<file path="src/rtl/branch_resolver_pkg.sv">
// rtl/branch_resolver_pkg.sv - shared constants for the branch resolver
// Purpose: condition-code encodings, 2-bit predictor counter encodings,
//          PHT reset value and the default operand width.
// Ports:   none (package).
package branch_resolver_pkg;

  localparam int WORD_LEN = 32;

  typedef logic [2:0] cond_t;

  localparam cond_t COND_NONE = 3'd0;
  localparam cond_t COND_JUMP = 3'd1;
  localparam cond_t COND_BEQ  = 3'd2;
  localparam cond_t COND_BNE  = 3'd3;
  localparam cond_t COND_BLT  = 3'd4;
  localparam cond_t COND_BGE  = 3'd5;
  localparam cond_t COND_BLTU = 3'd6;
  localparam cond_t COND_BGEU = 3'd7;

  localparam logic [1:0] CTR_SNT = 2'd0;
  localparam logic [1:0] CTR_WNT = 2'd1;
  localparam logic [1:0] CTR_WT  = 2'd2;
  localparam logic [1:0] CTR_ST  = 2'd3;

  localparam logic [1:0] PHT_RESET = CTR_WNT;

  // Conditional branches (BEQ..BGEU) train the predictor and are counted.
  function automatic logic is_cond_branch(input cond_t c);
    return c >= COND_BEQ;
  endfunction

endpackage

</file>
<file path="src/rtl/branch_resolver_cond_eval.sv">
// rtl/branch_resolver_cond_eval.sv - combinational branch condition evaluator
// Purpose: decides whether a branch with the given condition code is taken.
// Ports:   cond  - 3-bit condition code
//          reg1  - first operand
//          reg2  - second operand
//          taken - 1 when the condition holds
module cond_eval
  import branch_resolver_pkg::*;
#(
  parameter int WORD_LEN = branch_resolver_pkg::WORD_LEN
) (
  input  logic [2:0]          cond,
  input  logic [WORD_LEN-1:0] reg1,
  input  logic [WORD_LEN-1:0] reg2,
  output logic                taken
);

  logic eq;
  logic lt_s;
  logic lt_u;

  assign eq   = (reg1 == reg2);
  assign lt_s = ($signed(reg1) < $signed(reg2));
  assign lt_u = (reg1 < reg2);

  always_comb begin
    taken = 1'b0;
    case (cond)
      COND_NONE: taken = 1'b0;
      COND_JUMP: taken = 1'b1;
      COND_BEQ:  taken = eq;
      COND_BNE:  taken = !eq;
      COND_BLT:  taken = lt_s;
      COND_BGE:  taken = !lt_s;
      COND_BLTU: taken = lt_u;
      COND_BGEU: taken = !lt_u;
      default:   taken = 1'b0;
    endcase
  end

endmodule

</file>
<file path="src/rtl/branch_resolver.sv">
// rtl/branch_resolver.sv - branch resolution, 2-bit PHT predictor and statistics
// Purpose: resolves branch conditions with one registered cycle of latency,
//          trains a PC-indexed table of 2-bit saturating counters and keeps
//          saturating branch / mispredict counters.
// Ports:   clk, rst_n        - clock, asynchronous active-low reset
//          f_pc              - fetch PC for lookup
//          f_pred_taken      - combinational prediction for f_pc
//          r_valid, r_stall  - resolve request / pipeline freeze
//          r_pc, r_cond      - PC and condition of the resolving branch
//          r_reg1, r_reg2    - operands
//          r_pred_taken      - prediction carried with this branch
//          br_taken          - registered outcome
//          mispredict        - registered outcome != carried prediction
//          out_valid         - a resolve was accepted last cycle
//          stat_branches     - accepted conditional-branch count
//          stat_mispredicts  - mispredict count
module branch_resolver
  import branch_resolver_pkg::*;
#(
  parameter int WORD_LEN  = branch_resolver_pkg::WORD_LEN,
  parameter int PC_LEN    = 32,
  parameter int PHT_DEPTH = 16,
  parameter int CNT_W     = 16
) (
  input  logic                clk,
  input  logic                rst_n,
  input  logic [PC_LEN-1:0]   f_pc,
  output logic                f_pred_taken,
  input  logic                r_valid,
  input  logic                r_stall,
  input  logic [PC_LEN-1:0]   r_pc,
  input  logic [2:0]          r_cond,
  input  logic [WORD_LEN-1:0] r_reg1,
  input  logic [WORD_LEN-1:0] r_reg2,
  input  logic                r_pred_taken,
  output logic                br_taken,
  output logic                mispredict,
  output logic                out_valid,
  output logic [CNT_W-1:0]    stat_branches,
  output logic [CNT_W-1:0]    stat_mispredicts
);

  localparam int IDX_W = $clog2(PHT_DEPTH);

  logic [1:0]       pht [PHT_DEPTH];
  logic [IDX_W-1:0] f_idx;
  logic [IDX_W-1:0] r_idx;
  logic             accept;
  logic             taken_next;
  logic             mispredict_next;
  logic             train;
  logic             unused_pc_bits;

  // Word-aligned PCs: the two offset bits carry no information.
  assign f_idx = f_pc[IDX_W+1:2];
  assign r_idx = r_pc[IDX_W+1:2];
  assign unused_pc_bits = ^{f_pc[PC_LEN-1:IDX_W+2], f_pc[1:0],
                            r_pc[PC_LEN-1:IDX_W+2], r_pc[1:0]};

  // No bypass: a same-cycle update to f_idx becomes visible after the edge.
  assign f_pred_taken = pht[f_idx][1];

  assign accept          = r_valid && !r_stall;
  assign mispredict_next = (taken_next != r_pred_taken);
  assign train           = accept && is_cond_branch(r_cond);

  cond_eval #(.WORD_LEN(WORD_LEN)) u_cond_eval (
    .cond  (r_cond),
    .reg1  (r_reg1),
    .reg2  (r_reg2),
    .taken (taken_next)
  );

  always_ff @(posedge clk or negedge rst_n) begin
    if (!rst_n) begin
      for (int i = 0; i < PHT_DEPTH; i++) begin
        pht[i] <= PHT_RESET;
      end
      br_taken         <= 1'b0;
      mispredict       <= 1'b0;
      out_valid        <= 1'b0;
      stat_branches    <= '0;
      stat_mispredicts <= '0;
    end else begin
      out_valid  <= accept;
      mispredict <= accept && mispredict_next;
      if (accept) begin
        br_taken <= taken_next;
      end

      if (train) begin
        if (taken_next) begin
          if (pht[r_idx] != CTR_ST) pht[r_idx] <= pht[r_idx] + 2'd1;
        end else begin
          if (pht[r_idx] != CTR_SNT) pht[r_idx] <= pht[r_idx] - 2'd1;
        end
        if (stat_branches != '1) stat_branches <= stat_branches + CNT_W'(1);
      end

      if (accept && mispredict_next && (stat_mispredicts != '1)) begin
        stat_mispredicts <= stat_mispredicts + CNT_W'(1);
      end
    end
  end

endmodule
</file>
<file path="config.mk">
export PLATFORM = sky130hd
export DESIGN_NAME = branch_resolver
export DESIGN_NICKNAME = d
export VERILOG_FILES = /design/src/rtl/branch_resolver_pkg.sv /design/src/rtl/branch_resolver_cond_eval.sv /design/src/rtl/branch_resolver.sv
export SDC_FILE = /design/constraint.sdc
export NUM_CORES = 1
export LEC_CHECK = 0
export CAP_MARGIN = 0
export CORE_UTILIZATION = 40
export CTS_CLUSTER_DIAMETER = 150
export DETAILED_ROUTE_END_ITERATION = 10
export GPL_TIMING_DRIVEN = 1
export PLACE_DENSITY = 0.8
export SLEW_MARGIN = 20
export SYNTH_ARGS = -nofsm -noshare
export SYNTH_HDL_FRONTEND = slang
export SYNTH_HIERARCHICAL = 1
export SYNTH_SLANG_ARGS = --single-unit
</file>
<file path="constraint.sdc">
create_clock -name clk -period 3.5 [get_ports clk]
set_input_delay 0.7 -clock clk [delete_from_list [all_inputs] [get_ports clk]]
set_output_delay 0.7 -clock clk [all_outputs]
set_load 0.1 [all_outputs]
</file>
run_1/sizes.png
Scale: 4 px per um.
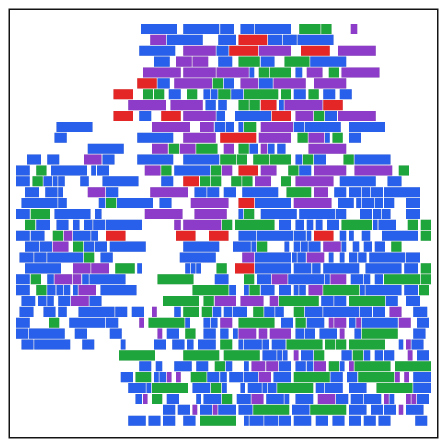
size	color	cells	most used
_2 cells	purple	101	inv_2
_3 and _4 cells	green	111	buf_4
_6 and larger	red	19	clkbuf_8
_0 and _1 cells	blue	345	dfrtp_1

run_1/placement.png
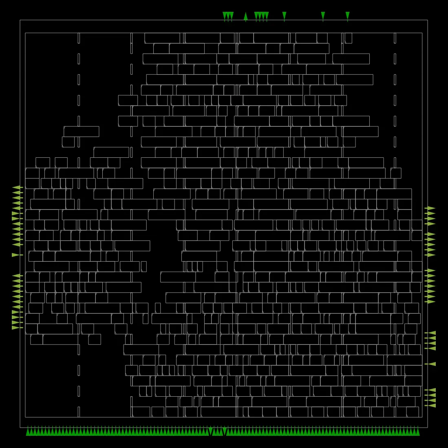
Filler cells: 796
n_taps: 136
core area: 10500 um2
row count: 37
sequential share of cell area: 0.251

run_1/io_placement.png
Scale: 4 px per um. Pins as bars across the die edge, other pins in gray.
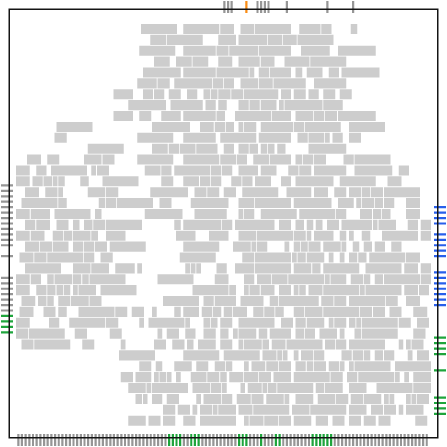
port	color	pins	direction	edge
`f_pred_taken`	orange	1	output	north
`r_reg2`	green	32	input	19 south, 9 east, 4 west
`stat_branches`	blue	16	output	east

run 1: worst max-delay path by stage:
stage,from,depth (start not counted),endpoint
after global placement,r_reg2[31],14,pht[25]
after detailed placement,r_reg2[23],14,pht[25]
after CTS,r_reg1[5],14,pht[7]
after floorplan,r_reg2[31],13,pht[5]
after global routing,r_reg2[14],15,pht[7]
final,r_reg2[14],15,pht[7]
run 1: power breakdown:
part	internal [W]	total (W)	switching, W
Clock	0.000310	0.000590	0.000280
Sequential	0.00104	0.00126	0.000219
Combinational	0.000643	0.00162	0.000979
run 1: worst max-delay path: stages:
cell and delay [ns]:
dlygate4sd2_1 0.24, inv_2 0.06, ha_4 0.27, nand4_1 0.20, buf_4 0.23, o211ai_1 0.19, o31a_1 0.20, o211ai_2 0.10
xor2_2 0.17, buf_4 0.16, a2111oi_4 0.39, buf_4 0.21, buf_6 0.11, nand4_1 0.13, mux2_4 0.34
run 1: routing by layer:
layer,up-vias,part of all wire,GRT usage
met5,-,0,0
met4,0,0.034,0.0881
met3,32,0.048,0.0450
met2,148,0.51,0.374
met1,1886,0.41,0.262
li1,1804,-,-
run 1: cells in the final DEF, fill, tap and decap left out, types with 8 or more instances in the layout:
master / instances
dfrtp_1: 51
mux4_2: 13
nand3_1: 21
dfstp_2: 16
nor4_2: 8
buf_4: 66
inv_2: 21
dlygate4sd2_1: 38
a21oi_1: 8
inv_1: 17
nand2_1: 20
xor2_1: 24
ha_1: 11
clkbuf_8: 12
nand4_1: 18
ha_4: 24
dlymetal6s2s_1: 18
xnor2_1: 19
clkdlybuf4s50_1: 43
mux2_2: 13
run 1: per-stage QoR:
stage          hold slack [ns]  instance area [um2]   util  power [W]  setup slack [ns]
2_1_floorplan            0.404                 4400      -    0.00227            0.0760
3_3_place_gp             0.463                 6010  0.574    0.00273            -0.512
3_5_place_dp             0.476                 6010  0.574    0.00278            -0.546
4_1_cts                  0.316                 6510  0.622    0.00343           0.00394
5_1_grt                  0.324                 6750  0.645    0.00365           -0.0505
6_report                 0.308                 6750  0.645    0.00347            0.0226
run 1: cells by family (layout without fill, tap and decap cells):
kind of cell | after synthesis | after routing | synth area share
AND/OR/NAND/NOR | 132 | 132 | 0.198
flip-flops | 67 | 67 | 0.387
buffers and inverters | 45 | 226 | 0.0445
XOR/XNOR | 44 | 44 | 0.0878
AND-OR/OR-AND | 39 | 39 | 0.0656
adder cells (fa/ha/maj) | 36 | 36 | 0.103
multiplexers | 32 | 32 | 0.115
other | 0 | 2 | 0
run 1: final cells by class:
type | instances | area share
Timing Repair Buffer | 173 | 0.238
Sequential cell | 67 | 0.251
Clock buffer | 13 | 0.0250
Tap cell | 136 | 0.0252
Antenna cell | 2 | 0.000741
Multi-Input combinational cell | 283 | 0.437
Clock inverter | 2 | 0.00148
Inverter | 38 | 0.0211
run 1: what timing repair did:
| action | CTS | global route |
|---|---|---|
| hold endpoints to repair | 0 | 0 |
| pin swaps | 16 | 24 |
| buffers inserted | 5 | 5 |
| resized | 100 | 41 |
| setup endpoints to repair | 40 | 46 |
| cloned | 1 | 1 |
==> notes.md, run 1 <==
Physical design

Counting tap cells, the placed design contains a total of between 600 and 700 instances. The number of different library cells used by synthesis comes to ~56. For this run, the leading register cell type out of synthesis is dfrtp_1. Per the layout area report, the combinational gate area comes to 2950 um2. The maximum fanout along the worst path stands at 5.

Across the run, the number of max-cap violations was 0. The total clock buffers created by CTS stands at 9. The count of buffers added on input and output ports is between 100 and 150. TritonCTS built the clock tree. Looking at the gate-level netlist, the highest instance count belongs to dfrtp_1. According to the finish report, the design has a final net count of 744. For reference, the most critical setup path is categorized as in2reg. The worst setup path is launched from an input port. The main area contributors are dfrtp_1, ha_1, dfstp_2, mux4_2, xor2_1. The clock period minus worst slack stands at 3.48 ns.

The number of sinks driven by the clock tree stands at around 67. The stat command in Yosys gives a chip area of around 4400 um2. The flow ran to the end, and the final reports show no timing, DRC or antenna violations. Entering global routing, the biggest net connects around 48 pins. The cts-stage hold buffer count stands at 0. The net count entering floorplan stands at approximately 570.

The register area share after synthesis stands at 0.387. The cell area that synthesis handed to floorplanning was approximately 4400 um2. The die is 107 um wide. Clock-pin slew was measured on the worst setup and hold paths at 0.07 ns. Leaving out filler cells and counting taps, the final layout contains 714. STA classifies the critical path endpoint as a flip-flop. The worst reg-to-reg path cell count stands at 11. Adding up every negative setup slack in the final design gives 0 ns. The overall die height stands at about 110 um.

The combined global-route utilization of all metal layers stands at 0.216. The tree is rooted in a clkbuf_8. The async set or reset register ratio after synthesis stands at 1.00. The count of final max-slew check failures stands at 0.

The setup check on the worst reg-to-reg path leaves a slack of about 0.7 ns. The detail route stage leaves a number of antenna-violating nets equal to 0. The part of the cycle the worst path needs stands at 0.994. Of the cells placed in the final design, the portion with a size suffix greater than 1 is 0.401.
## Run 2: what changed since run 1
Settings changed: SLEW_MARGIN 20 to unset.
run_2/wires.png
Scale: 4 px per um. Two of the layers only.
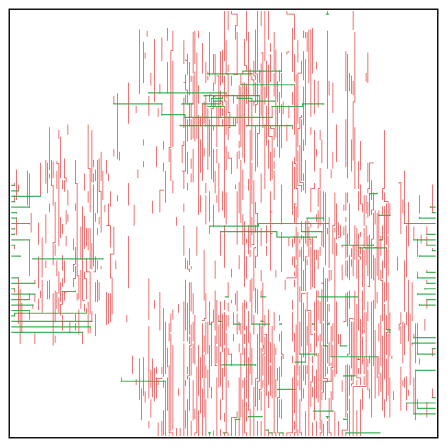
layer	color	wire length
metal 3	green	592 um
metal 2	red	6240 um

run_2/sizes.png
Scale: 4 px per um.
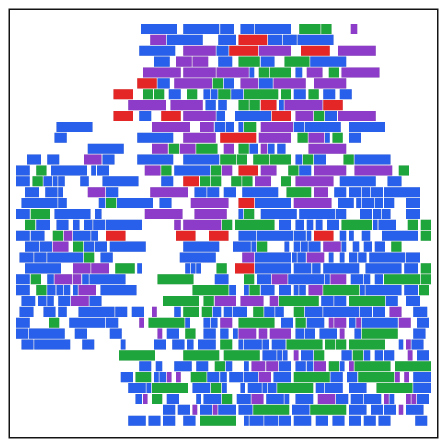
size	color	cells	most used
_0 and _1 cells	blue	345	dfrtp_1
_6 and larger	red	19	clkbuf_8
_2 cells	purple	101	inv_2
_3 and _4 cells	green	111	buf_4

run_2/io_placement.png
Scale: 4 px per um. Pins as bars across the die edge, other pins in gray.
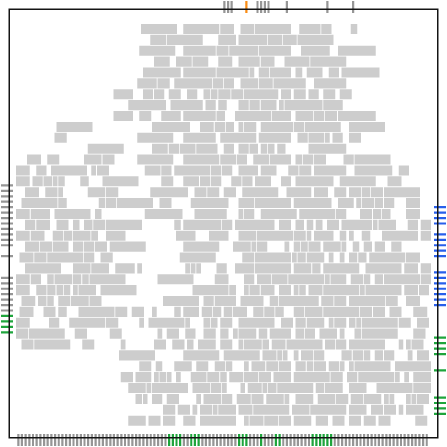
port	color	pins	direction	edge
`r_reg2`	green	32	input	19 south, 9 east, 4 west
`stat_branches`	blue	16	output	east
`f_pred_taken`	orange	1	output	north
all pins by edge	112 south, 25 east, 24 west, 11 north

==> notes.md, run 2 <==
Physical design

The flow ran to the end, and the final reports show no timing, DRC or antenna violations. The width of the die came to 107 um (unchanged). The ratio of cells with drive above 1 in the final layout stands at 0.401 (unchanged). The standard cell area after detailed placement stands at 6010 um2 (unchanged).

The routing usage on met3 is 0.0450 (unchanged). In the setup report, the worst path falls into the class in2reg. The post-synth area from yosys stat stands at 4390 um2 (unchanged). The number of sinks driven by the clock tree stands at 67 (unchanged). The global-route track usage on met1 was 0.262 (unchanged). The number of violations of the max-capacitance limit stands at 0 (unchanged). The final hold slack came to 0.308 ns (unchanged).

Per the cell usage report, the commonest logic cell in the layout is buf_4. The total clock buffers created by CTS stands at 9 (unchanged). The register area share after synthesis came to 0.387 (unchanged).

According to the timing report, the critical path is launched from r_reg2[14]. The area of the mapped netlist stands at 4390 um2 (unchanged). The number of placement rows was 37 (unchanged). Looking at the clock tree report, the root buffer type is clkbuf_8. The worst reg-to-reg path cell count is 11 (unchanged). The maximum fanout along the worst path stands at 5 (unchanged).

The maximum number of pins on one net before global-route repair stands at 48 (unchanged). Global routing put the most usage on met2. The count of input and output buffers stands at 115 (unchanged).

The register clock-pin slew on the reported worst setup and hold paths stands at 0.07 ns (about the same). The met2 usage in global routing stands at 0.374 (unchanged). The library cells used most frequently in the layout, excluding fill and tap cells, are buf_4, dfrtp_1, clkdlybuf4s50_1. Looking at the gate-level netlist, the highest instance count belongs to dfrtp_1.
==> run 2: worst min path at each step <==
stage,from,to,slack (ns),depth (start not counted)
CTS,rst_n,pht[9],0.32,1
detailed placement,flip-flop,flip-flop,0.48,1
global route,rst_n,pht[13],0.32,1
finish,rst_n,pht[25],0.31,1
global placement,br_taken,br_taken,0.46,2
floorplan,rst_n,br_taken,0.40,0
==> run 2: per-stage QoR <==
stage | std cells | setup WS, ns | util | total power, W
after CTS | 706 | 0.00394 | 0.622 | 0.00343
after global placement | 685 | -0.512 | 0.574 | 0.00273
final | 714 | 0.0226 | 0.645 | 0.00347
after detailed placement | 685 | -0.546 | 0.574 | 0.00278
after global routing | 714 | -0.0505 | 0.645 | 0.00365
after floorplan | 395 | 0.0760 | - | 0.00227
==> run 2: what timing repair did <==
| action | CTS | global route |
|---|---|---|
| pin swaps | 16 | 24 |
| cloned | 1 | 1 |
| endpoints found under the setup margin | 40 | 46 |
| buffers inserted | 5 | 5 |
| resized | 100 | 41 |
==> run 2: cells by family after synthesis <==
kind of cell,count (synthesis),share of synthesized area
flops,67,0.387
fa+ha+maj,36,0.103
buf+inv,45,0.0445
simple gates,132,0.198
mux,32,0.115
compound gates,39,0.0656
xor+xnor,44,0.0878
==> run 2: critical path: stages <==
cell and delay (ns):
dlygate4sd2_1 0.24, inv_2 0.06, ha_4 0.27, nand4_1 0.20, buf_4 0.23, o211ai_1 0.19
o31a_1 0.20, o211ai_2 0.10, xor2_2 0.17, buf_4 0.16, a2111oi_4 0.39, buf_4 0.21
buf_6 0.11, nand4_1 0.13, mux2_4 0.34
==> run 2: metal layers <==
metal	vias up	share of wire
met5	-	0
met4	0	0.034
met3	32	0.048
met2	148	0.51
met1	1886	0.41
li1	1804	-
==> run 2: layout make-up <==
class | instances | area, um2
Antenna cell | 2 | 5.00
Clock buffer | 13 | 169
Clock inverter | 2 | 10.0
Fill cell | 796 | 3710
Inverter | 38 | 143
Multi-Input combinational cell | 283 | 2950
Sequential cell | 67 | 1700
Tap cell | 136 | 170
Timing Repair Buffer | 173 | 1610
==> run 2: report_power, final <==
part           switching, W  internal [W]
clock network      0.000280      0.000310
registers          0.000219       0.00104
logic              0.000979      0.000643
total               0.00148       0.00199
Power is estimated from default activity; no workload was simulated.
